==> config.mk <==
export PLATFORM = sky130hd
export DESIGN_NAME = reaction_timer_flat
export DESIGN_NICKNAME = d
export VERILOG_FILES = /design/src/rtl/reaction_timer_pkg.sv /design/src/rtl/reaction_timer_if.sv /design/src/rtl/bcd_counter4.sv /design/src/rtl/reaction_timer.sv /design/src/flat_wrapper.sv
export SDC_FILE = /design/constraint.sdc
export NUM_CORES = 1
export LEC_CHECK = 0
export CAP_MARGIN = 15
export CORE_MARGIN = 4
export CORE_UTILIZATION = 55
export CTS_CLUSTER_DIAMETER = 100
export DETAILED_ROUTE_END_ITERATION = 10
export GPL_TIMING_DRIVEN = 1
export PLACE_DENSITY = 0.91
export SETUP_SLACK_MARGIN = 0.1
export SLEW_MARGIN = 20
export SYNTH_ARGS = -nofsm -noshare
export SYNTH_HDL_FRONTEND = slang
export SYNTH_SLANG_ARGS = --single-unit
==> constraint.sdc <==
create_clock -name clk -period 6.2 [get_ports clk]
set_input_delay 1.24 -clock clk [delete_from_list [all_inputs] [get_ports clk]]
set_output_delay 1.24 -clock clk [all_outputs]
set_load 0.005 [all_outputs]
==> src/rtl/reaction_timer_pkg.sv <==
// Shared types, widths and BCD helpers for the reaction timer.
// A 4-digit BCD time in ms is displayed and compared without binary conversion.
package reaction_pkg;

    localparam int unsigned BCD_DIGITS     = 4;
    localparam int unsigned BCD_W          = 4 * BCD_DIGITS;
    localparam int unsigned MAX_MS_DEFAULT = 9999;

    typedef enum logic [2:0] {
        StIdle,
        StCountdown,
        StTiming,
        StResult,
        StFalse,
        StTimeout
    } state_e;

    // Elaboration-time conversion of the saturation constant only.
    function automatic logic [BCD_W-1:0] to_bcd(input int unsigned value);
        logic [BCD_W-1:0] bcd;
        int unsigned      rem;
        bcd = '0;
        rem = value;
        for (int i = 0; i < int'(BCD_DIGITS); i++) begin
            bcd[i*4 +: 4] = 4'(rem % 10);
            rem           = rem / 10;
        end
        return bcd;
    endfunction

    // Strict less-than, decided by the first differing digit from the MSD down.
    function automatic logic bcd_less(input logic [BCD_W-1:0] a, input logic [BCD_W-1:0] b);
        logic less;
        logic found;
        less  = 1'b0;
        found = 1'b0;
        for (int i = int'(BCD_DIGITS) - 1; i >= 0; i--) begin
            if (!found && (a[i*4 +: 4] != b[i*4 +: 4])) begin
                less  = (a[i*4 +: 4] < b[i*4 +: 4]);
                found = 1'b1;
            end
        end
        return less;
    endfunction

endpackage

==> src/rtl/reaction_timer_if.sv <==
// Player/countdown event inputs and display/status outputs of the reaction timer.
// slave is the timer side, master is the side driving the events.
interface reaction_timer_if;

    logic                       tick_1ms;
    logic                       countdown_in_action;
    logic                       countdown_done;
    logic                       btn_press;
    logic                       clear_best;
    logic [reaction_pkg::BCD_W-1:0] time_bcd;
    logic [reaction_pkg::BCD_W-1:0] best_bcd;
    logic                       best_valid;
    logic                       timing_active;
    logic                       result_valid;
    logic                       result_pulse;
    logic                       false_start;
    logic                       timeout;

    modport master (
        output tick_1ms, countdown_in_action, countdown_done, btn_press, clear_best,
        input  time_bcd, best_bcd, best_valid, timing_active, result_valid, result_pulse,
               false_start, timeout
    );

    modport slave (
        input  tick_1ms, countdown_in_action, countdown_done, btn_press, clear_best,
        output time_bcd, best_bcd, best_valid, timing_active, result_valid, result_pulse,
               false_start, timeout
    );

endinterface

==> src/rtl/bcd_counter4.sv <==
// Four-digit BCD up-counter with synchronous clear and saturation at MAX_VAL.
module bcd_counter4
    import reaction_pkg::*;
#(
    parameter logic [BCD_W-1:0] MAX_VAL = to_bcd(MAX_MS_DEFAULT)
) (
    input  logic             clk,
    input  logic             rst,
    input  logic             clear,
    input  logic             enable,
    output logic [BCD_W-1:0] count,
    output logic             at_max
);

    logic [BCD_W-1:0] count_q;
    logic [BCD_W-1:0] count_inc;
    logic             carry;

    always_comb begin
        count_inc = count_q;
        carry     = 1'b1;
        for (int i = 0; i < int'(BCD_DIGITS); i++) begin
            if (carry) begin
                if (count_q[i*4 +: 4] == 4'd9) begin
                    count_inc[i*4 +: 4] = 4'd0;
                end else begin
                    count_inc[i*4 +: 4] = count_q[i*4 +: 4] + 4'd1;
                    carry               = 1'b0;
                end
            end
        end
    end

    always_ff @(posedge clk or posedge rst) begin
        if (rst) begin
            count_q <= '0;
        end else if (clear) begin
            count_q <= '0;
        end else if (enable && !at_max) begin
            count_q <= count_inc;
        end
    end

    assign at_max = (count_q == MAX_VAL);
    assign count  = count_q;

endmodule

==> src/rtl/reaction_timer.sv <==
// Reaction-time game controller: times the player's press after GO in BCD ms
// and keeps the best (lowest) valid score.
module reaction_timer
    import reaction_pkg::*;
#(
    parameter int unsigned MAX_MS = MAX_MS_DEFAULT
) (
    input logic             clk,
    input logic             rst,
    reaction_timer_if.slave bus
);

    state_e           state_q, state_d;
    logic             cnt_clear, cnt_en, cnt_at_max;
    logic             result_entry;
    logic [BCD_W-1:0] cnt_value;
    logic [BCD_W-1:0] best_q, best_d;
    logic             best_valid_q, best_valid_d;
    logic             timing_active_q, result_valid_q, result_pulse_q;
    logic             false_start_q, timeout_q;

    bcd_counter4 #(
        .MAX_VAL(to_bcd(MAX_MS))
    ) u_counter (
        .clk   (clk),
        .rst   (rst),
        .clear (cnt_clear),
        .enable(cnt_en),
        .count (cnt_value),
        .at_max(cnt_at_max)
    );

    always_comb begin
        state_d      = state_q;
        cnt_clear    = 1'b0;
        cnt_en       = 1'b0;
        result_entry = 1'b0;
        unique case (state_q)
            StIdle: begin
                if (bus.countdown_in_action) begin
                    state_d   = StCountdown;
                    cnt_clear = 1'b1;
                end else if (bus.countdown_done) begin
                    state_d   = StTiming;
                    cnt_clear = 1'b1;
                end
            end
            StCountdown: begin
                // An early press beats a coincident GO.
                if (bus.btn_press) begin
                    state_d = StFalse;
                end else if (bus.countdown_done) begin
                    state_d   = StTiming;
                    cnt_clear = 1'b1;
                end
            end
            StTiming: begin
                if (bus.btn_press) begin
                    state_d      = StResult;
                    result_entry = 1'b1;
                end else if (bus.tick_1ms) begin
                    if (cnt_at_max) begin
                        state_d = StTimeout;
                    end else begin
                        cnt_en = 1'b1;
                    end
                end
            end
            StResult, StFalse, StTimeout: begin
                if (bus.countdown_in_action) begin
                    state_d   = StCountdown;
                    cnt_clear = 1'b1;
                end
            end
            default: state_d = StIdle;
        endcase
    end

    // Clear first so a coincident result entry always becomes the new best.
    always_comb begin
        best_d       = best_q;
        best_valid_d = best_valid_q;
        if (bus.clear_best) begin
            best_d       = '0;
            best_valid_d = 1'b0;
        end
        if (result_entry && (!best_valid_d || bcd_less(cnt_value, best_d))) begin
            best_d       = cnt_value;
            best_valid_d = 1'b1;
        end
    end

    always_ff @(posedge clk or posedge rst) begin
        if (rst) begin
            state_q         <= StIdle;
            best_q          <= '0;
            best_valid_q    <= 1'b0;
            timing_active_q <= 1'b0;
            result_valid_q  <= 1'b0;
            result_pulse_q  <= 1'b0;
            false_start_q   <= 1'b0;
            timeout_q       <= 1'b0;
        end else begin
            state_q         <= state_d;
            best_q          <= best_d;
            best_valid_q    <= best_valid_d;
            timing_active_q <= (state_d == StTiming);
            result_valid_q  <= (state_d == StResult);
            result_pulse_q  <= result_entry;
            false_start_q   <= (state_d == StFalse);
            timeout_q       <= (state_d == StTimeout);
        end
    end

    assign bus.time_bcd      = cnt_value;
    assign bus.best_bcd      = best_q;
    assign bus.best_valid    = best_valid_q;
    assign bus.timing_active = timing_active_q;
    assign bus.result_valid  = result_valid_q;
    assign bus.result_pulse  = result_pulse_q;
    assign bus.false_start   = false_start_q;
    assign bus.timeout       = timeout_q;

endmodule

==> src/flat_wrapper.sv <==
// flat-port wrapper written by rule: the top's interface ports become plain ports
module reaction_timer_flat import reaction_pkg::*;
#(
    parameter int unsigned MAX_MS = MAX_MS_DEFAULT
)
  (clk, rst, bus_tick_1ms, bus_countdown_in_action, bus_countdown_done, bus_btn_press, bus_clear_best, bus_time_bcd, bus_best_bcd, bus_best_valid, bus_timing_active, bus_result_valid, bus_result_pulse, bus_false_start, bus_timeout);
  reaction_timer_if bus_i ();
  input logic clk;
  input logic rst;
  input wire logic [$bits(bus_i.tick_1ms)-1:0] bus_tick_1ms;
  input wire logic [$bits(bus_i.countdown_in_action)-1:0] bus_countdown_in_action;
  input wire logic [$bits(bus_i.countdown_done)-1:0] bus_countdown_done;
  input wire logic [$bits(bus_i.btn_press)-1:0] bus_btn_press;
  input wire logic [$bits(bus_i.clear_best)-1:0] bus_clear_best;
  output wire logic [$bits(bus_i.time_bcd)-1:0] bus_time_bcd;
  output wire logic [$bits(bus_i.best_bcd)-1:0] bus_best_bcd;
  output wire logic [$bits(bus_i.best_valid)-1:0] bus_best_valid;
  output wire logic [$bits(bus_i.timing_active)-1:0] bus_timing_active;
  output wire logic [$bits(bus_i.result_valid)-1:0] bus_result_valid;
  output wire logic [$bits(bus_i.result_pulse)-1:0] bus_result_pulse;
  output wire logic [$bits(bus_i.false_start)-1:0] bus_false_start;
  output wire logic [$bits(bus_i.timeout)-1:0] bus_timeout;
  assign bus_i.tick_1ms = bus_tick_1ms;
  assign bus_i.countdown_in_action = bus_countdown_in_action;
  assign bus_i.countdown_done = bus_countdown_done;
  assign bus_i.btn_press = bus_btn_press;
  assign bus_i.clear_best = bus_clear_best;
  assign bus_time_bcd = bus_i.time_bcd;
  assign bus_best_bcd = bus_i.best_bcd;
  assign bus_best_valid = bus_i.best_valid;
  assign bus_timing_active = bus_i.timing_active;
  assign bus_result_valid = bus_i.result_valid;
  assign bus_result_pulse = bus_i.result_pulse;
  assign bus_false_start = bus_i.false_start;
  assign bus_timeout = bus_i.timeout;
  reaction_timer #(.MAX_MS(MAX_MS)) u_core (.clk(clk), .rst(rst), .bus(bus_i));
endmodule
Run 1, wire density map:
Scale bar: 20 um. 15 x 15 tiles, from white (low) to dark blue (high), scaled to the fullest tile. Values are wire area over tile area, all layers added.
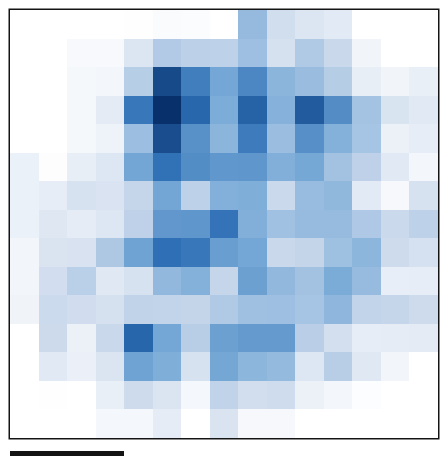
mean over tiles = 0.16
tiles over half the peak = 16%
emptiest ninth of the die = upper left
fullest tile = 0.62
routed length per placed instance: 16.3 um
wirelength, routed: 5.66 mm
vias post-DR: 2,049
total track usage: 0.220

Run 1, clock distribution:
Scale bar: 20 um.
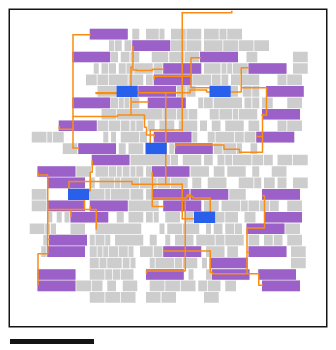
clock-net drivers -> blue  # count 5
clock wires -> orange  # length 506 um
flip-flops -> purple  # count 41
flops lie = all over the die
power in the clock group: 0.262 mW
clk_skew: 13.6 ps
worst-skew pair later-pin latency: 300 ps
fraction of power consumed by the clock network: 0.288

Run 1, the clock network:
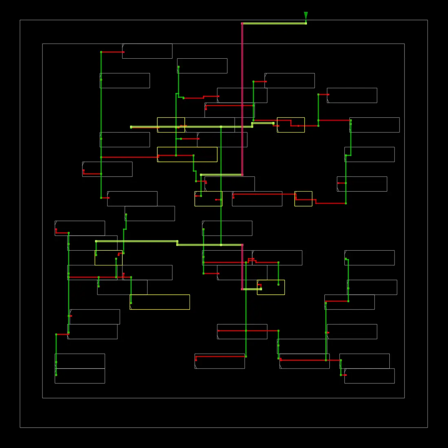
total clock buffers created by CTS: 5
flop count: 41
count of clock tree sinks: 41
number of clock-tree buffers in the layout: 5

==> qor.csv, run 1 <==
stage;metric;value;unit
finish;nNonClkBuffers;45;
logic_synthesis;synth.mux.area_fraction;0.0546;
power_and_ir_drop;fraction_of_power_consumed_by_combinational_cells;0.329;
finish;area_share_nonclk_buffers;0.144;
timing;grt_setup_unrepaired;no;
finish;seq_share;0.331;
logic_synthesis;synth-main-ff-cell;sky130_fd_sc_hd__dfrtp_1;
finish;comb_area_frac;0.441;
routing;route.layer.met1.wl;2.36;mm
cts;tritoncts_clock_tree;built;
logic_synthesis;post_synth_instance_area;2480;sq um
timing;maxSlewViolCount;0;
logic_synthesis;synth-edff-count;0;
hold_path;hold_class;reg2reg;
grt;largest_net_degree_at_the_start_of_global_routing;42;
power_and_ir_drop;combinationalPower;0.299;mW
finish;layout.non_clock_inverters;16;
finish;most_frequent_logic_cells_in_the_routed_design;44 x sky130_fd_sc_hd__clkdlybuf4s50_1, 41 x sky130_fd_sc_hd__dfrtp_1, 24 x sky130_fd_sc_hd__ha_1;
power_and_ir_drop;power.static_leakage;1.41;nW
logic_synthesis;synth_flops;41;
timing;final.setup.worst_slack;2420;ps
hold_path;worst_hold_path.endpoint;u_core.bus.best_valid$_DFF_PP0_;
routing;dr.first_iter.drc_count;112;
die;fp.dieH;75.1;um
status;status;completed;
worst_setup_path;r2r_path_end;u_core.u_counter.count[3]$_DFFE_PP0P_;
routing;route.detailed.drc;0;
finish;final_design_instance_area_without_fill;3100;sq um
die;io-pin-count;45;
timing;least_margin_pin_slew;598;ps
timing;slew_headroom;0.602;
logic_synthesis;ys_sh_simple;0.209;
logic_synthesis;synth.logic.top_family;simple AND/OR/NAND/NOR gates;
Run 1, a small window of the routed layout:
Window x 18 to 58, y 18 to 58 um. Cells in grey, sequential cells in the stronger grey; small squares are vias.
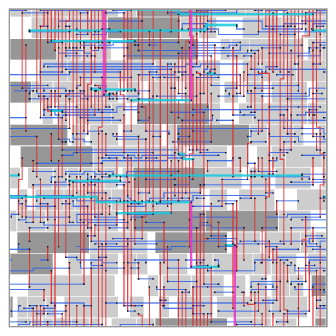

==> run 2: changes to the inputs <==
--- a/config.mk
+++ b/config.mk
@@ -7,11 +7,11 @@
 export LEC_CHECK = 0
 export CAP_MARGIN = 15
 export CORE_MARGIN = 4
-export CORE_UTILIZATION = 55
+export CORE_UTILIZATION = 53
 export CTS_CLUSTER_DIAMETER = 100
 export DETAILED_ROUTE_END_ITERATION = 10
 export GPL_TIMING_DRIVEN = 1
-export PLACE_DENSITY = 0.91
+export PLACE_DENSITY = 0.89
 export SETUP_SLACK_MARGIN = 0.1
 export SLEW_MARGIN = 20
 export SYNTH_ARGS = -nofsm -noshare
==> constraint.sdc (replaced) <==
create_clock -name clk -period 3.6 [get_ports clk]
set_input_delay 0.72 -clock clk [delete_from_list [all_inputs] [get_ports clk]]
set_output_delay 0.72 -clock clk [all_outputs]
set_load 0.005 [all_outputs]
Run 2, a small window of the routed layout:
Window x 18 to 58, y 18 to 58 um. Cells in grey, sequential cells in the stronger grey; small squares are vias.
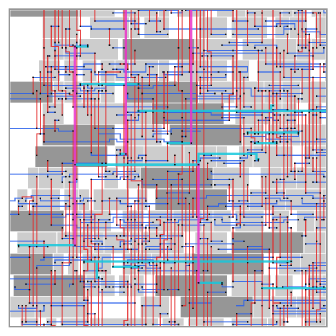
M1 -> blue
M2 -> red
M3 -> cyan
M4 -> magenta
most frequent = dfrtp_1 (16), ha_1 (15), o21ai_0 (10)
cells with their middle in the window = 132
netlist names of flops here include = u_core.u_counter.count (8), u_core.bus.best_bcd (7)
sequential cells in the window = 16

==> run 2 against run 1 <==
Compared with the run above:
- synthesized area is the same
- critical endpoint is now u_core.bus.best_bcd[4]$_DFF_PP0_
- total power grew 65%
- clock power grew 45%
- sequential power grew 73%
- synthesized cell count is the same
- worst hold slack gained 4.4 ps
- largest power group unchanged
- non-clock buffer count grew 2
- global-route usage shrank 3.1 points
- first-iteration DRC count shrank 11%
- critical path depth is the same
- highest routed layer unchanged
- via count shrank 0.93%
- setup slack lost 1900 ps
==> qor.csv, run 2 <==
stage;metric;value;unit
grt;globalRouteTotalUtil;0.189;
timing;skew;5.57;ps
cts;tritoncts_num_sinks;41;
routing;route.detailed.drc;0;
timing;final.setup.worst_slack;487;ps
die;io-pin-count;45;
finish;seq_share;0.331;
logic_synthesis;synth.mux.area_fraction;0.0546;
finish;comb_area_frac;0.441;
finish;most_frequent_logic_cells_in_the_routed_design;44 x sky130_fd_sc_hd__clkdlybuf4s50_1, 41 x sky130_fd_sc_hd__dfrtp_1, 24 x sky130_fd_sc_hd__ha_1;
logic_synthesis;ys_sh_simple;0.209;
hold_path;hold_class;reg2reg;
finish;final.clkbuf_count;7;
finish;seq_cell_count;41;
logic_synthesis;post_synth_instance_area;2480;sq um
status;status;completed;
hold_path;worst_hold_path.endpoint;u_core.bus.best_valid$_DFF_PP0_;
routing;dr.first_iter.drc_count;100;
logic_synthesis;synth.logic.top_family;simple AND/OR/NAND/NOR gates;
cts;clk_latency;290;ps
logic_synthesis;synth-edff-count;0;
Run 2, clock distribution:
Scale bar: 20 um.
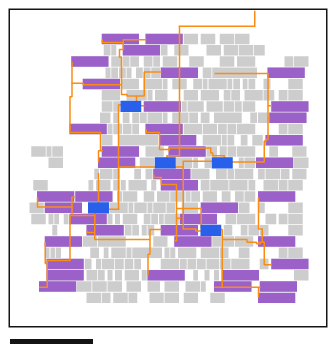

==> run 3: changes to the inputs <==
--- a/config.mk
+++ b/config.mk
@@ -7,11 +7,12 @@
 export LEC_CHECK = 0
 export CAP_MARGIN = 15
 export CORE_MARGIN = 4
-export CORE_UTILIZATION = 53
+export CORE_UTILIZATION = 55
 export CTS_CLUSTER_DIAMETER = 100
 export DETAILED_ROUTE_END_ITERATION = 10
+export DONT_BUFFER_PORTS = 1
 export GPL_TIMING_DRIVEN = 1
-export PLACE_DENSITY = 0.89
+export PLACE_DENSITY = 0.78
 export SETUP_SLACK_MARGIN = 0.1
 export SLEW_MARGIN = 20
 export SYNTH_ARGS = -nofsm -noshare
Run 3, clock distribution:
Scale bar: 20 um.
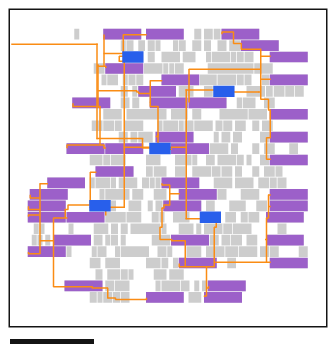
clock-net drivers -> blue  # count 5
clock wires -> orange  # length 543 um
flip-flops -> purple  # count 41
flops lie = all over the die
power in the clock group: 0.387 mW
fraction of power consumed by the clock network: 0.276
clk_skew: 5.38 ps

==> run 3 against run 2 <==
Compared with the run above:
- synthesized area unchanged
- sequential power increased by 2%
- cell count decreased by 13%
- non-clock buffer count decreased by 45
- setup slack improved by 700 ps
- flip-flop count unchanged
- clock power increased by 2%
- worst hold slack got worse by 170 ps
- register-to-register slack got worse by 120 ps
- clock skew about the same
- global-route usage increased by 0.66 points
- largest cell class unchanged
- largest power group unchanged
==> qor.csv, run 3 <==
stage;metric;value;unit
status;status;completed;
timing;grt_setup_unrepaired;no;
grt;largest_net_degree_at_the_start_of_global_routing;29;
finish;nNonClkBuffers;2;
logic_synthesis;ys_sh_simple;0.209;
power_and_ir_drop;fraction_of_power_consumed_by_combinational_cells;0.286;
power_and_ir_drop;power.static_leakage;1.24;nW
power_and_ir_drop;combinationalPower;0.400;mW
finish;comb_area_frac;0.516;
die;fp.dieH;75.1;um
timing;maxSlewViolCount;0;
finish;seq_cell_count;41;
routing;wl_per_cell;16.7;um
cts;tritoncts_clock_tree;built;
logic_synthesis;synth.logic.top_family;simple AND/OR/NAND/NOR gates;
routing;route.layer.met1.wl;2.28;mm
routing;route.final.wire_length;5.07;mm
finish;most_frequent_logic_cells_in_the_routed_design;41 x sky130_fd_sc_hd__dfrtp_1, 24 x sky130_fd_sc_hd__ha_1, 19 x sky130_fd_sc_hd__nand2b_1, 19 x sky130_fd_sc_hd__nor2_1, 19 x sky130_fd_sc_hd__o21ai_0;
cts;cts_buffers;5;
finish;seq_share;0.387;
cts;tritoncts_num_sinks;41;
worst_setup_path;r2r_path_end;u_core.bus.best_bcd[4]$_DFF_PP0_;
logic_synthesis;post_synth_instance_area;2480;sq um
routing;dr.first_iter.drc_count;62;
die;io-pin-count;45;
logic_synthesis;synth.mux.area_fraction;0.0546;
timing;final.setup.worst_slack;1190;ps
routing;routed-via-count;1828;
timing;slew_headroom;0.588;

==> screenshots <==
Metal 3.
Cells faint in the background.
(a)
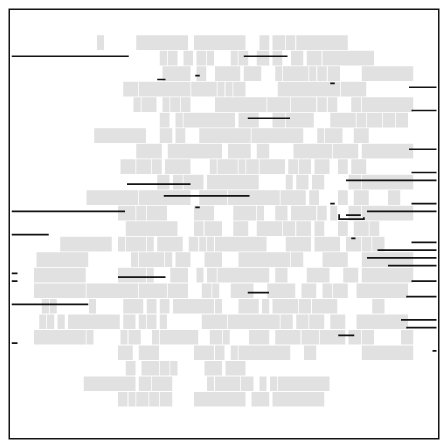
(b)
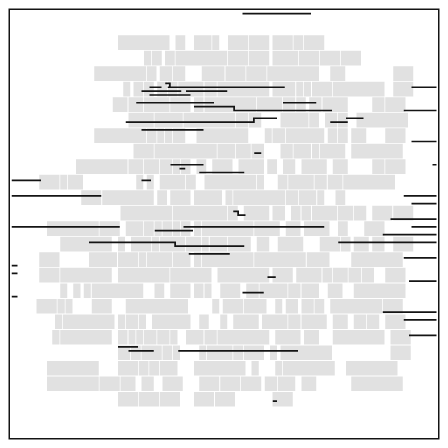
(b) comes from run 1.
(a) comes from run 3.

Key to (a):
wire length on this layer = 229 um
main direction = horizontal
share of all routed wire = 4.5%

Power and IR drop assume default switching activity.
